[src/rtl/mbc5_pkg.sv]
// mbc5_pkg: shared MBC5 register map, region bases and sequencer enums.
package mbc5_pkg;
  localparam logic [15:0] REG_RAMEN = 16'h0000;
  localparam logic [15:0] REG_ROMB = 16'h2000;
  localparam logic [15:0] REG_RAMB = 16'h4000;
  localparam logic [15:0] ROMX_BASE = 16'h4000;
  localparam logic [15:0] SRAM_BASE = 16'hA000;
  localparam logic [7:0] RAM_ENABLE_KEY = 8'h0A;
  typedef enum logic [1:0] {STEP_ENW, STEP_RBW, STEP_BANKW, STEP_ACCESS} step_e;
  typedef enum logic [1:0] {S_IDLE, S_PLAN, S_CYCLE, S_RESP} state_e;
  typedef enum logic [1:0] {PH_IDLE, PH_SETUP, PH_STROBE, PH_HOLD} phase_e;
  function automatic logic is_sram(input logic [15:0] a);
    return a[15:13] == 3'b101;
  endfunction
endpackage

[src/rtl/gb_bus_cycle.sv]
// gb_bus_cycle: one timed cartridge bus cycle (setup / strobe / hold).
// A start on the done clock chains the next cycle with no idle gap.
module gb_bus_cycle
  import mbc5_pkg::*;
#(
  parameter int SETUP_CYC = 1,
  parameter int STROBE_CYC = 3,
  parameter int HOLD_CYC = 1
) (
  input  logic        clock,
  input  logic        reset,
  input  logic        i_start,
  input  logic [15:0] i_addr,
  input  logic [7:0]  i_wdata,
  input  logic        i_write,
  output logic        o_done,
  output logic [7:0]  o_rdata,
  output logic [15:0] o_cart_addr,
  output logic [7:0]  o_cart_dout,
  output logic        o_cart_doe,
  input  logic [7:0]  i_cart_din,
  output logic        o_cart_rd_n,
  output logic        o_cart_wr_n,
  output logic        o_cart_cs_n
);
  localparam logic [7:0] SU = 8'(SETUP_CYC - 1);
  localparam logic [7:0] ST = 8'(STROBE_CYC - 1);
  localparam logic [7:0] HD = 8'(HOLD_CYC - 1);
  phase_e r_phase;
  logic [7:0] r_cnt;
  logic r_write;
  logic w_last, w_busy;
  assign w_last = r_cnt == 8'd0;
  assign w_busy = r_phase != PH_IDLE;
  always_ff @(posedge clock or posedge reset) begin
    if (reset) begin
      r_phase <= PH_IDLE;
      r_cnt <= 8'd0;
      r_write <= 1'b0;
      o_cart_addr <= 16'h0000;
      o_cart_dout <= 8'h00;
      o_rdata <= 8'h00;
    end else begin
      if (r_phase == PH_STROBE && w_last && !r_write) o_rdata <= i_cart_din;
      if (i_start) begin
        r_phase <= PH_SETUP;
        r_cnt <= SU;
        r_write <= i_write;
        o_cart_addr <= i_addr;
        o_cart_dout <= i_wdata;
      end else if (w_busy) begin
        r_cnt <= w_last ? (r_phase == PH_SETUP ? ST : HD) : r_cnt - 8'd1;
        if (w_last) r_phase <= r_phase == PH_SETUP ? PH_STROBE : r_phase == PH_STROBE ? PH_HOLD : PH_IDLE;
      end
    end
  end
  assign o_done = r_phase == PH_HOLD && w_last;
  assign o_cart_doe = w_busy && r_write;
  assign o_cart_cs_n = !(w_busy && is_sram(o_cart_addr));
  assign o_cart_rd_n = !(r_phase == PH_STROBE && !r_write);
  assign o_cart_wr_n = !(r_phase == PH_STROBE && r_write);
endmodule

[src/rtl/mbc5_bus_sequencer.sv]
// mbc5_bus_sequencer: turns linear ROM/FRAM byte requests into MBC5 register
// writes plus the data access, skipping writes the bank cache proves redundant.
module mbc5_bus_sequencer
  import mbc5_pkg::*;
#(
  parameter int SETUP_CYC = 1,
  parameter int STROBE_CYC = 3,
  parameter int HOLD_CYC = 1
) (
  input  logic        clock,
  input  logic        reset,
  input  logic        req_valid,
  output logic        req_ready,
  input  logic        req_ram,
  input  logic        req_write,
  input  logic [20:0] req_addr,
  input  logic [7:0]  req_wdata,
  output logic        rsp_valid,
  output logic [7:0]  rsp_rdata,
  input  logic        invalidate,
  output logic [15:0] cart_addr,
  output logic [7:0]  cart_dout,
  output logic        cart_doe,
  input  logic [7:0]  cart_din,
  output logic        cart_rd_n,
  output logic        cart_wr_n,
  output logic        cart_cs_n
);
  state_e r_state, w_next;
  logic r_ram, r_write;
  logic [20:0] r_addr;
  logic [7:0] r_wdata;
  logic [5:0] r_steps, w_plan;
  logic [1:0] r_left, w_plan_left;
  logic [6:0] r_rom_bank;
  logic [1:0] r_ram_bank;
  logic r_rom_vld, r_ram_vld, r_ram_en;
  logic w_done, w_start, w_write, w_rom_hi, w_rb_miss;
  logic [7:0] w_rdata, w_wdata;
  logic [15:0] w_addr, w_acc_addr;
  step_e w_cur, w_sstep;
  assign w_rom_hi = r_addr[20:14] != 7'd0;
  assign w_rb_miss = !r_ram_vld || r_ram_bank != r_addr[14:13];
  assign w_cur = step_e'(r_steps[1:0]);
  // Steps are queued low-first; the current step always sits in bits [1:0].
  always_comb begin
    w_plan = {STEP_ACCESS, STEP_ACCESS, STEP_ACCESS};
    w_plan_left = 2'd0;
    if (!r_ram) begin
      if (w_rom_hi && (!r_rom_vld || r_rom_bank != r_addr[20:14])) begin
        w_plan[1:0] = STEP_BANKW;
        w_plan_left = 2'd1;
      end
    end else if (!r_ram_en) begin
      w_plan[1:0] = STEP_ENW;
      w_plan[3:2] = w_rb_miss ? STEP_RBW : STEP_ACCESS;
      w_plan_left = w_rb_miss ? 2'd2 : 2'd1;
    end else if (w_rb_miss) begin
      w_plan[1:0] = STEP_RBW;
      w_plan_left = 2'd1;
    end
  end
  assign w_start = r_state == S_PLAN || (r_state == S_CYCLE && w_done && r_left != 2'd0);
  assign w_sstep = r_state == S_PLAN ? step_e'(w_plan[1:0]) : step_e'(r_steps[3:2]);
  assign w_acc_addr = r_ram ? (SRAM_BASE | {3'b000, r_addr[12:0]}) :
                      w_rom_hi ? (ROMX_BASE | {2'b00, r_addr[13:0]}) : {2'b00, r_addr[13:0]};
  always_comb begin
    w_addr = w_sstep == STEP_ENW ? REG_RAMEN : w_sstep == STEP_RBW ? REG_RAMB :
             w_sstep == STEP_BANKW ? REG_ROMB : w_acc_addr;
    w_wdata = w_sstep == STEP_ENW ? RAM_ENABLE_KEY : w_sstep == STEP_RBW ? {6'b0, r_addr[14:13]} :
              w_sstep == STEP_BANKW ? {1'b0, r_addr[20:14]} : r_wdata;
    w_write = w_sstep != STEP_ACCESS || r_write;
  end
  always_ff @(posedge clock or posedge reset) begin
    if (reset) r_state <= S_IDLE;
    else r_state <= w_next;
  end
  always_comb begin
    w_next = r_state;
    case (r_state)
      S_IDLE: w_next = req_valid ? S_PLAN : S_IDLE;
      S_PLAN: w_next = S_CYCLE;
      S_CYCLE: w_next = (w_done && r_left == 2'd0) ? S_RESP : S_CYCLE;
      default: w_next = S_IDLE;
    endcase
  end
  always_comb begin
    req_ready = r_state == S_IDLE;
    rsp_valid = r_state == S_RESP;
  end
  always_ff @(posedge clock or posedge reset) begin
    if (reset) begin
      r_ram <= 1'b0;
      r_write <= 1'b0;
      r_addr <= 21'd0;
      r_wdata <= 8'h00;
      r_steps <= 6'd0;
      r_left <= 2'd0;
      r_rom_bank <= 7'd0;
      r_ram_bank <= 2'd0;
      r_rom_vld <= 1'b0;
      r_ram_vld <= 1'b0;
      r_ram_en <= 1'b0;
      rsp_rdata <= 8'h00;
    end else begin
      if (r_state == S_IDLE && req_valid) begin
        r_ram <= req_ram;
        r_write <= req_write;
        r_addr <= req_addr;
        r_wdata <= req_wdata;
      end
      if (r_state == S_PLAN) begin
        r_steps <= w_plan;
        r_left <= w_plan_left;
      end else if (w_start) begin
        r_steps <= {2'b00, r_steps[5:2]};
        r_left <= r_left - 2'd1;
      end
      if (r_state == S_CYCLE && w_done && r_left == 2'd0 && !r_write) rsp_rdata <= w_rdata;
      if (invalidate) begin
        r_rom_vld <= 1'b0;
        r_ram_vld <= 1'b0;
        r_ram_en <= 1'b0;
      end else if (r_state == S_CYCLE && w_done) begin
        if (w_cur == STEP_ENW) r_ram_en <= 1'b1;
        if (w_cur == STEP_RBW) begin
          r_ram_bank <= r_addr[14:13];
          r_ram_vld <= 1'b1;
        end
        if (w_cur == STEP_BANKW) begin
          r_rom_bank <= r_addr[20:14];
          r_rom_vld <= 1'b1;
        end
      end
    end
  end
  gb_bus_cycle #(.SETUP_CYC(SETUP_CYC), .STROBE_CYC(STROBE_CYC), .HOLD_CYC(HOLD_CYC)) u_cyc (
    .clock(clock), .reset(reset), .i_start(w_start), .i_addr(w_addr), .i_wdata(w_wdata),
    .i_write(w_write), .o_done(w_done), .o_rdata(w_rdata), .o_cart_addr(cart_addr),
    .o_cart_dout(cart_dout), .o_cart_doe(cart_doe), .i_cart_din(cart_din),
    .o_cart_rd_n(cart_rd_n), .o_cart_wr_n(cart_wr_n), .o_cart_cs_n(cart_cs_n)
  );
endmodule

[config.mk]
export PLATFORM = sky130hd
export DESIGN_NAME = mbc5_bus_sequencer
export DESIGN_NICKNAME = d
export VERILOG_FILES = /design/src/rtl/mbc5_pkg.sv /design/src/rtl/gb_bus_cycle.sv /design/src/rtl/mbc5_bus_sequencer.sv
export SDC_FILE = /design/constraint.sdc
export NUM_CORES = 1
export LEC_CHECK = 0
export CAP_MARGIN = 5
export CORE_MARGIN = 10
export CORE_UTILIZATION = 32
export CTS_CLUSTER_DIAMETER = 30
export CTS_CLUSTER_SIZE = 40
export DETAILED_ROUTE_END_ITERATION = 12
export MAX_ROUTING_LAYER = met4
export PLACE_DENSITY = 0.64
export SETUP_SLACK_MARGIN = 0.5
export SLEW_MARGIN = 15
export SYNTH_ARGS = -nofsm -noshare
export SYNTH_HDL_FRONTEND = slang
export SYNTH_SLANG_ARGS = --single-unit
[constraint.sdc]
create_clock -name clock -period 2.95 [get_ports clock]
set_input_delay 0.295 -clock clock [delete_from_list [all_inputs] [get_ports clock]]
set_output_delay 0.295 -clock clock [all_outputs]
set_load 0.005 [all_outputs]
==> results_slide.txt, run 1 <==
Flow Results at a Glance

Status
  – Status: finished, final reports clean

Critical path
  – Reg2reg path depth: 8
  – CP max stage cell: clkdlybuf4s50_1
  – FF-to-FF End: rsp_rdata[5]

Synthesis
  – Cell Area, Synth: 4670 µm²
  – Top-area cell share: 0.552
  – Top post-synthesis cells by count: dfrtp_1, mux2_2, nand2_1
  – Yosys adder share: 0.0349
  – And+or+nand+nor area frac: 0.113
  – Cell count listed in synth_stat.txt: between 300 and 400
  – Count leader, synth: dfrtp_1
  – Post-synth EDFFs: 0
  – Aoi share: 0.113
  – Share of synthesized registers carrying an async set or reset: 1.00
  – Avg Cell Area, Syn: about 12 µm²

Global route
  – GR Layer Usage met2: 0.181
  – GRT overflow: 0
  – GRT busiest layer: met2
  – Largest net degree at the start of global routing: roughly 55

Cells and area
  – Leading registers by flop count: r_addr (21), u_cyc.o_cart_addr (16)
  – Layout fillers: ~1400
  – Top Layout Cells: dfrtp_1, clkdlybuf4s50_1, mux2_2
  – Largest register FFs: 21

Routing
  – # DRC: 0
  – Drt pass-1 iters: 4
  – Antenna violation net count after detailed routing: 0

Final timing
  – Final Hold Viols: 0
  – Final Skew: slightly above 0.006 ns
  – Slew headroom: 0.534

Hold path
  – Min-Delay Path Class: primary input to async pin

Die
  – Die Y: ~140 µm
  – Fp util: 0.323
  – Chip Width: between 100 and 150 µm

Power
  – Pwr Total: ~0.0059 W

Clock network
  – Number of buffers created by CTS: 9
  – Clk latency late pin: 0.34 ns
  – CTS resizes: 1
  – CTS Buffer Depth: 2
-- run 1: layer usage --
metal	share of wire	wire, µm	up-vias
met5	0	0	-
met4	0.015	163	0
met3	0.037	405	13
met2	0.49	5440	71
met1	0.46	5040	1654
li1	-	-	1539
-- run 1: per-stage QoR --
stage | hold WS [ns] | std cells | area, µm² | util | worst slack, ns
after floorplan | 0.358 | 380 | 4670 | - | 0.992
after global placement | 0.469 | 632 | 5660 | 0.393 | 0.536
after detailed placement | 0.475 | 632 | 5660 | 0.393 | 0.387
after CTS | 0.419 | 648 | 6000 | 0.416 | 0.518
after global routing | 0.470 | 651 | 6050 | 0.420 | 0.549
final | 0.404 | 651 | 6050 | 0.420 | 0.689
-- run 1: worst max path at each step --
stage                          start                     to  slack (ns)  depth (start not counted)
global route        u_cyc.r_phase[0]              cart_cs_n        0.55                          4
global placement      u_cyc.r_cnt[0]  u_cyc.o_cart_addr[10]        0.54                          6
finish              u_cyc.r_phase[0]              cart_cs_n        0.69                          4
floorplan             u_cyc.r_cnt[0]           rsp_rdata[0]        0.99                          7
detailed placement    u_cyc.r_cnt[0]   u_cyc.o_cart_addr[5]        0.39                          6
CTS                       r_state[1]   u_cyc.o_cart_dout[5]        0.52                          6
-- run 1: final cells by class --
cell class | count | share of cell area
flip-flops and latches | 103 | 0.426
clock buffers | 10 | 0.0395
well taps | 184 | 0.0380
inverters | 15 | 0.00992
clock inverters | 6 | 0.0153
multi-input cells | 245 | 0.325
repair buffers | 88 | 0.146
-- run 1: power breakdown --
part / internal, W / total, W / switching, W
Sequential: 0.00197 / 0.00247 / 0.000500
Clock: 0.000773 / 0.00130 / 0.000530
Combinational: 0.00117 / 0.00216 / 0.000993
==> run_1/placed.png <==
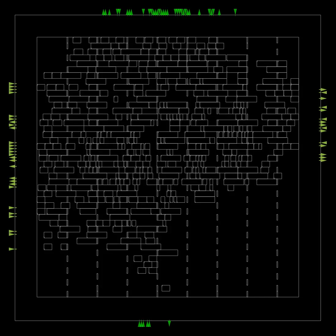
Core ar.: 14400 µm²
fin cells: 651
FP Rows: 44

==> run_1/m4.png <==
Supply wires on this layer in grey. Cells faint in the background.
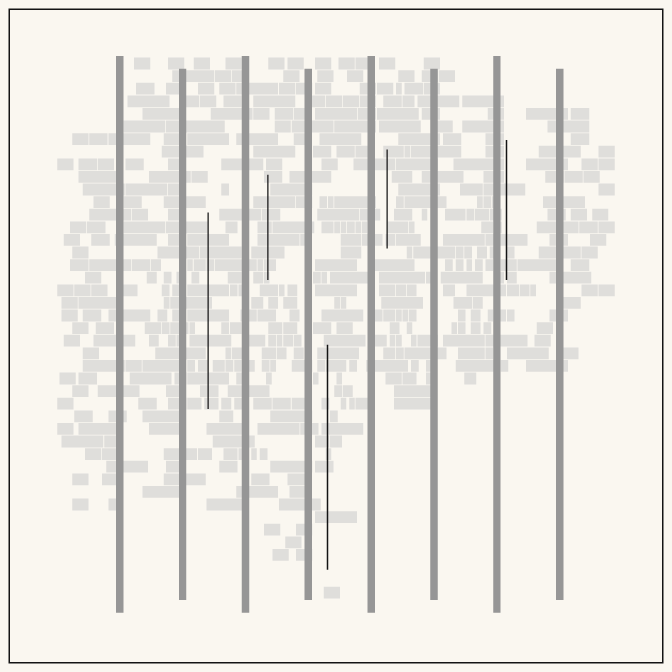
nets with wire on the layer = 4
main direction = vertical
share of all routed wire = 1.5%
vias: 3277
final wirelength: 11.0 mm

==> run_1/sizing.png <==
Bar = 50 µm.
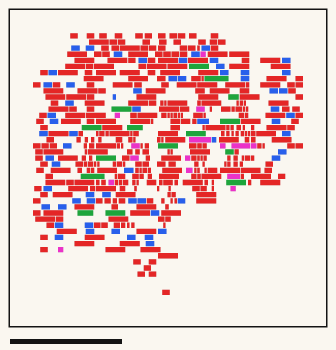
blue -> x2  # cells 61, share 13%
green -> x6 and larger  # cells 15, share 3.2%
magenta -> x3 and x4  # cells 15, share 3.2%
red -> x1 and smaller  # cells 376, share 81%
final worst setup slack: 0.689 ns
final instance area: 6050 µm²
synth-to-layout area growth: 29.7%

==> run_1/m3.png <==
Bar = 50 µm.
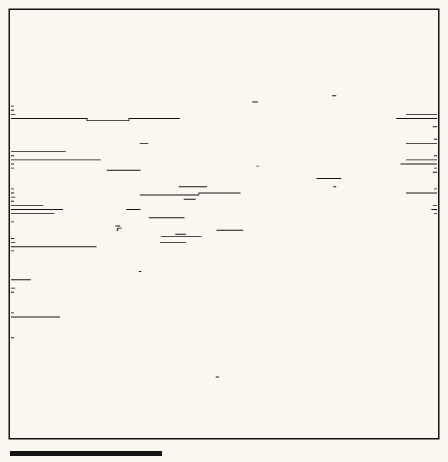
main direction = horizontal
longest straight run = 29.2 µm
met3 usage: 0.0296

==> run_1/layers.png <==
Bar = 50 µm.
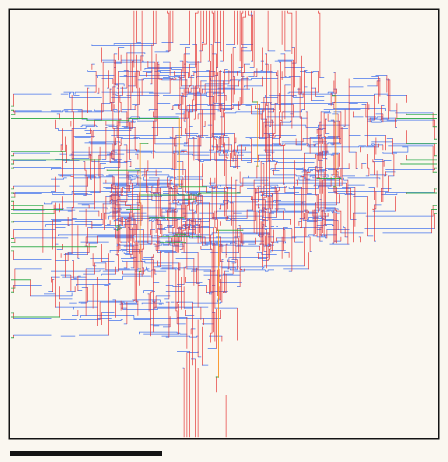

==> run 2, diff against run 1 <==
--- a/config.mk
+++ b/config.mk
@@ -12,7 +12,7 @@
 export CTS_CLUSTER_SIZE = 40
 export DETAILED_ROUTE_END_ITERATION = 12
 export MAX_ROUTING_LAYER = met4
-export PLACE_DENSITY = 0.64
+export PLACE_DENSITY = 0.62
 export SETUP_SLACK_MARGIN = 0.5
 export SLEW_MARGIN = 15
 export SYNTH_ARGS = -nofsm -noshare
==> constraint.sdc (replaced) <==
create_clock -name clock -period 2.3 [get_ports clock]
set_input_delay 0.23 -clock clock [delete_from_list [all_inputs] [get_ports clock]]
set_output_delay 0.23 -clock clock [all_outputs]
set_load 0.005 [all_outputs]
==> run_2/layers.png <==
Bar = 50 µm.
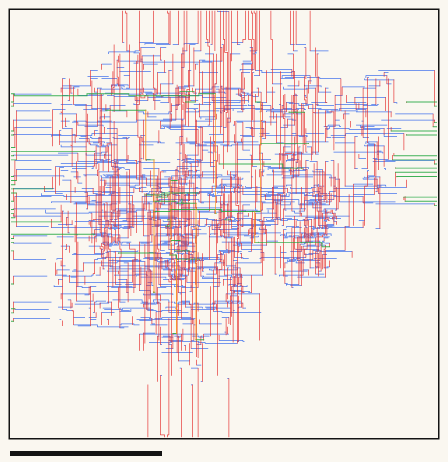
green -> M3  # wire length 522 µm
blue -> M1  # wire length 5130 µm
red -> M2  # wire length 6190 µm
orange -> M4  # wire length 239 µm
final wirelength: 12.1 mm
DR WL/cell: 17.2 µm

==> run_2/m4.png <==
Supply wires on this layer in grey. Cells faint in the background.
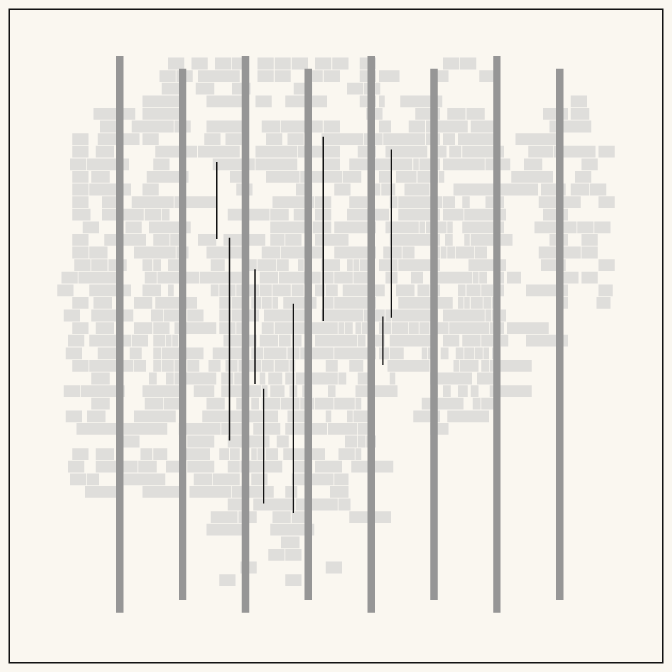
main direction = vertical
longest straight run = 44.9 µm
vias: 3576

==> results_slide.txt, run 2 <==
Flow Results at a Glance

Power
  – NetSw: just over 0.003 W
  – Clk pwr share: 0.170
  – Seq group: between 0.003 and 0.004 W
  – Pwr Total: between 0.008 and 0.009 W
  – Sequential Power Share: 0.370
  – Clk. pwr: approximately 0.0015 W

Cells and area
  – Final instance area: 6820 µm²
  – Largest register FFs: 21
  – Top Layout Cells: dfrtp_1, clkdlybuf4s50_1, mux2_2

Die
  – Fp util: 0.323
  – Chip Width: between 100 and 150 µm

Routing
  – Drt pass-1 iters: 4
  – Antenna violation net count after detailed routing: 0

Placed design
  – Placed Area: ~5800 µm²
  – Dpl ws: between 0.05 and 0.06 ns

Status
  – Status: finished, final reports clean

Final timing
  – Slew headroom: 0.623
  – Final worst setup slack: between 0.3 and 0.4 ns
  – Final Skew: roughly 0.0084 ns
  – Final Hold Viols: 0

Synthesis
  – Avg Cell Area, Syn: roughly 12 µm²
  – Post-synth EDFFs: 0
  – Top-area cell share: 0.552
  – Cell count listed in synth_stat.txt: about 380

Clock network
  – CTS Buffer Depth: 2
  – Clk latency late pin: approximately 0.35 ns

Global route
  – GRT overflow: 0

Critical path
  – Reg2reg path depth: 8
run 2: how the worst max path moves through the flow:
stage	startpoint	endpoint	slack (ns)	depth (start not counted)
floorplan	u_cyc.r_cnt[0]	u_cyc.o_cart_dout[1]	0.34	7
global placement	u_cyc.r_cnt[0]	rsp_rdata[0]	0.14	7
detailed placement	u_cyc.r_cnt[0]	u_cyc.o_cart_addr[0]	0.05	6
CTS	u_cyc.r_cnt[0]	rsp_rdata[5]	0.37	9
global route	u_cyc.r_cnt[1]	rsp_rdata[3]	0.30	9
finish	u_cyc.r_phase[0]	u_cyc.o_cart_addr[0]	0.36	8
run 2: cell families after synthesis:
family	Yosys count	share of synthesized area
flops	103	0.552
simple gates	96	0.113
compound gates	69	0.113
mux	57	0.137
buf+inv	32	0.0311
fa+ha+maj	13	0.0349
xor+xnor	10	0.0188
run 2: per-layer routing:
layer / wire length, µm / share of wire
met1: 5130 / 0.43
met2: 6190 / 0.51
met3: 521 / 0.043
met4: 239 / 0.020
met5: 0 / 0
run 2: what timing repair did:
item                       CTS  global route
buffers inserted            31            14
gates resized               43            58
cloned                       1             0
pin swaps                   21            27
setup endpoints to repair   63            71
run 2: area by class of cell:
| cell class | count | area share |
|---|---|---|
| inverter | 15 | 0.00880 |
| clock buffer | 9 | 0.0330 |
| timing repair buffer | 138 | 0.196 |
| tap | 184 | 0.0337 |
| sequential | 103 | 0.379 |
| multi-input combinational | 245 | 0.341 |
| clock inverter | 7 | 0.00825 |
run 2: worst min-delay path: stages:
cell and delay [ns]:
clkdlybuf4s50_1 0.44, clkinvlp_4 0.09, buf_12 0.40
run 2: metrics by stage:
step                 util  cells  hold slack (ns)
finish              0.473    701            0.352
global route        0.473    701            0.413
CTS                 0.448    687            0.405
detailed placement  0.399    639            0.475
global placement    0.399    639            0.462
floorplan               -    380            0.293
==> run_2/m3.png <==
Bar = 50 µm.
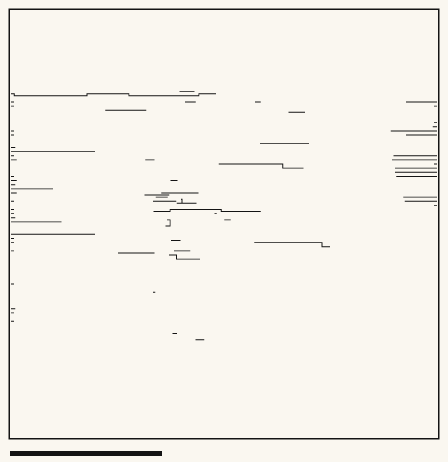

==> run 3, diff against run 2 <==
--- a/config.mk
+++ b/config.mk
@@ -12,7 +12,7 @@
 export CTS_CLUSTER_SIZE = 40
 export DETAILED_ROUTE_END_ITERATION = 12
 export MAX_ROUTING_LAYER = met4
-export PLACE_DENSITY = 0.62
+export PLACE_DENSITY = 0.64
 export SETUP_SLACK_MARGIN = 0.5
 export SLEW_MARGIN = 15
 export SYNTH_ARGS = -nofsm -noshare
==> constraint.sdc (replaced) <==
create_clock -name clock -period 1.7 [get_ports clock]
set_input_delay 0.17 -clock clock [delete_from_list [all_inputs] [get_ports clock]]
set_output_delay 0.17 -clock clock [all_outputs]
set_load 0.005 [all_outputs]
==> run_3/m3.png <==
Bar = 50 µm.
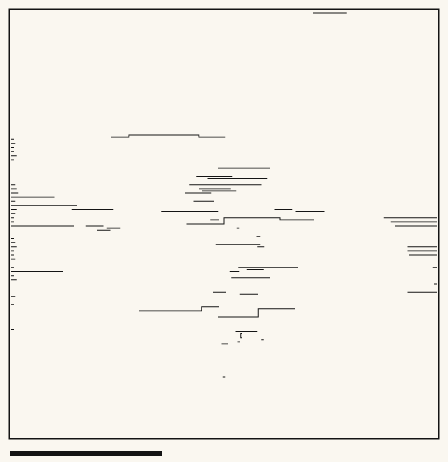
wire length on this layer = 581 µm
longest straight run = 23.5 µm
met3 usage: 0.0312
vias: 3835
final wirelength: 14.1 mm

==> results_slide.txt, run 3 <==
Flow Results at a Glance

Cells and area
  – Top Layout Cells: dfrtp_1, buf_4, buf_6
  – Synth-to-layout area growth: 66.7%
  – Final instance area: 7780 µm²
  – Leading registers by flop count: r_addr (21), u_cyc.o_cart_addr (16)
  – Largest register FFs: 21
  – Final core utilization: 0.539

Die
  – FP Rows: ~44
  – Fp util: 0.323

Synthesis
  – Top post-synthesis cells by count: dfrtp_1, mux2_2, nand2_1
  – Top-area cell share: 0.552
  – Share of synthesized registers carrying an async set or reset: 1.00
  – Cell Area, Synth: about 4700 µm²
  – Count leader, synth: dfrtp_1
  – Post-synth EDFFs: 0
  – Avg Cell Area, Syn: between 10 and 15 µm²

Routing
  – DR WL/cell: 18.4 µm
  – Met2 Wirelength: between 7 and 8 mm
  – DR top layer: met4
  – Drt pass-1 iters: 4

Global route
  – Largest net degree at the start of global routing: between 60 and 70
  – GRT overflow: 0

Power
  – Clk. pwr: between 0.002 and 0.0025 W
  – Seq group: about 0.0043 W
  – Top pwr grp: combinational cells
  – Combinational power: around 0.0073 W
  – Internal: 0.00891 W
  – NetSw: around 0.0047 W

Critical path
  – Critical Path Source: u_cyc.r_cnt[1]
  – FF-to-FF End: u_cyc.o_cart_dout[1]
  – Reg2reg path depth: 7

Final timing
  – Endpoints failing setup: slightly below 70
  – Final Skew: 0.00860 ns
  – Slew headroom: 0.646
  – Final worst setup slack: -0.244 ns

Clock network
  – Number of buffers created by CTS: 9
  – Clk latency late pin: approximately 0.35 ns

Placed design
  – Placed Area: 6300 µm²

Status
  – Status: finished with violations
  – Violated checks: negative setup slack
==> run_3/m4.png <==
Supply wires on this layer in grey. Cells faint in the background.
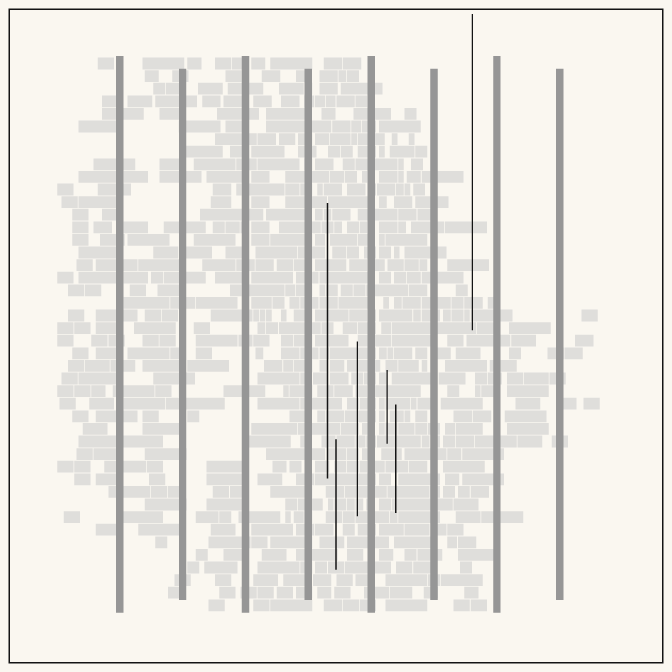
longest straight run = 68.0 µm
nets with wire on the layer = 6
main direction = vertical
share of all routed wire = 1.6%
wire length on this layer = 231 µm

[run 3: cell counts after synthesis]
No cell type changed its count.
[run 3: final cells by class]
| cell class | instances | area, µm² |
|---|---|---|
| fillers | 1172 | 6640 |
| flip-flops and latches | 103 | 2580 |
| clock buffers | 13 | 270 |
| inverters | 15 | 65.1 |
| multi-input cells | 245 | 2520 |
| clock inverters | 3 | 25.0 |
| repair buffers | 203 | 2090 |
| well taps | 184 | 230 |
[run 3: worst max path at each step]
stage	cells past startpoint	slack, ns	endpoint
2_1_floorplan	7	-0.25	u_cyc.o_cart_dout[1]
3_3_place_gp	7	-0.30	rsp_rdata[5]
3_5_place_dp	6	-0.34	u_cyc.o_cart_addr[11]
4_1_cts	7	-0.20	u_cyc.o_cart_dout[1]
5_1_grt	9	-0.29	rsp_rdata[0]
6_report	7	-0.24	u_cyc.o_cart_dout[1]
[run 3: metal layers]
| metal | global-route usage | vias to the layer above |
|---|---|---|
| met5 | - | - |
| met4 | 0.0516 | 0 |
| met3 | 0.0312 | 15 |
| met2 | 0.230 | 104 |
| met1 | 0.170 | 1948 |
| li1 | - | 1768 |
[run 3: worst max-delay path: stages (launching register included)]
cell and delay [ns]:
dfrtp_1 0.38, inv_1 0.07, ha_2 0.18, nor4b_4 0.21
buf_4 0.16, a41oi_4 0.16, or3_4 0.43, o221a_1 0.24
[run 3: logic make-up after synthesis]
family          Yosys count  share of synthesized area
fa+ha+maj                13                     0.0349
compound gates           69                      0.113
buf+inv                  32                     0.0311
simple gates             96                      0.113
mux                      57                      0.137
xor+xnor                 10                     0.0188
flops                   103                      0.552
[run 3: repair_timing]
item | in CTS | in global routing
resized | 171 | 62
buffers inserted | 34 | 21
pin swaps | 33 | 22
setup endpoints to repair | 140 | 127
gates cloned | 5 | 0
Power and IR drop assume default switching activity.
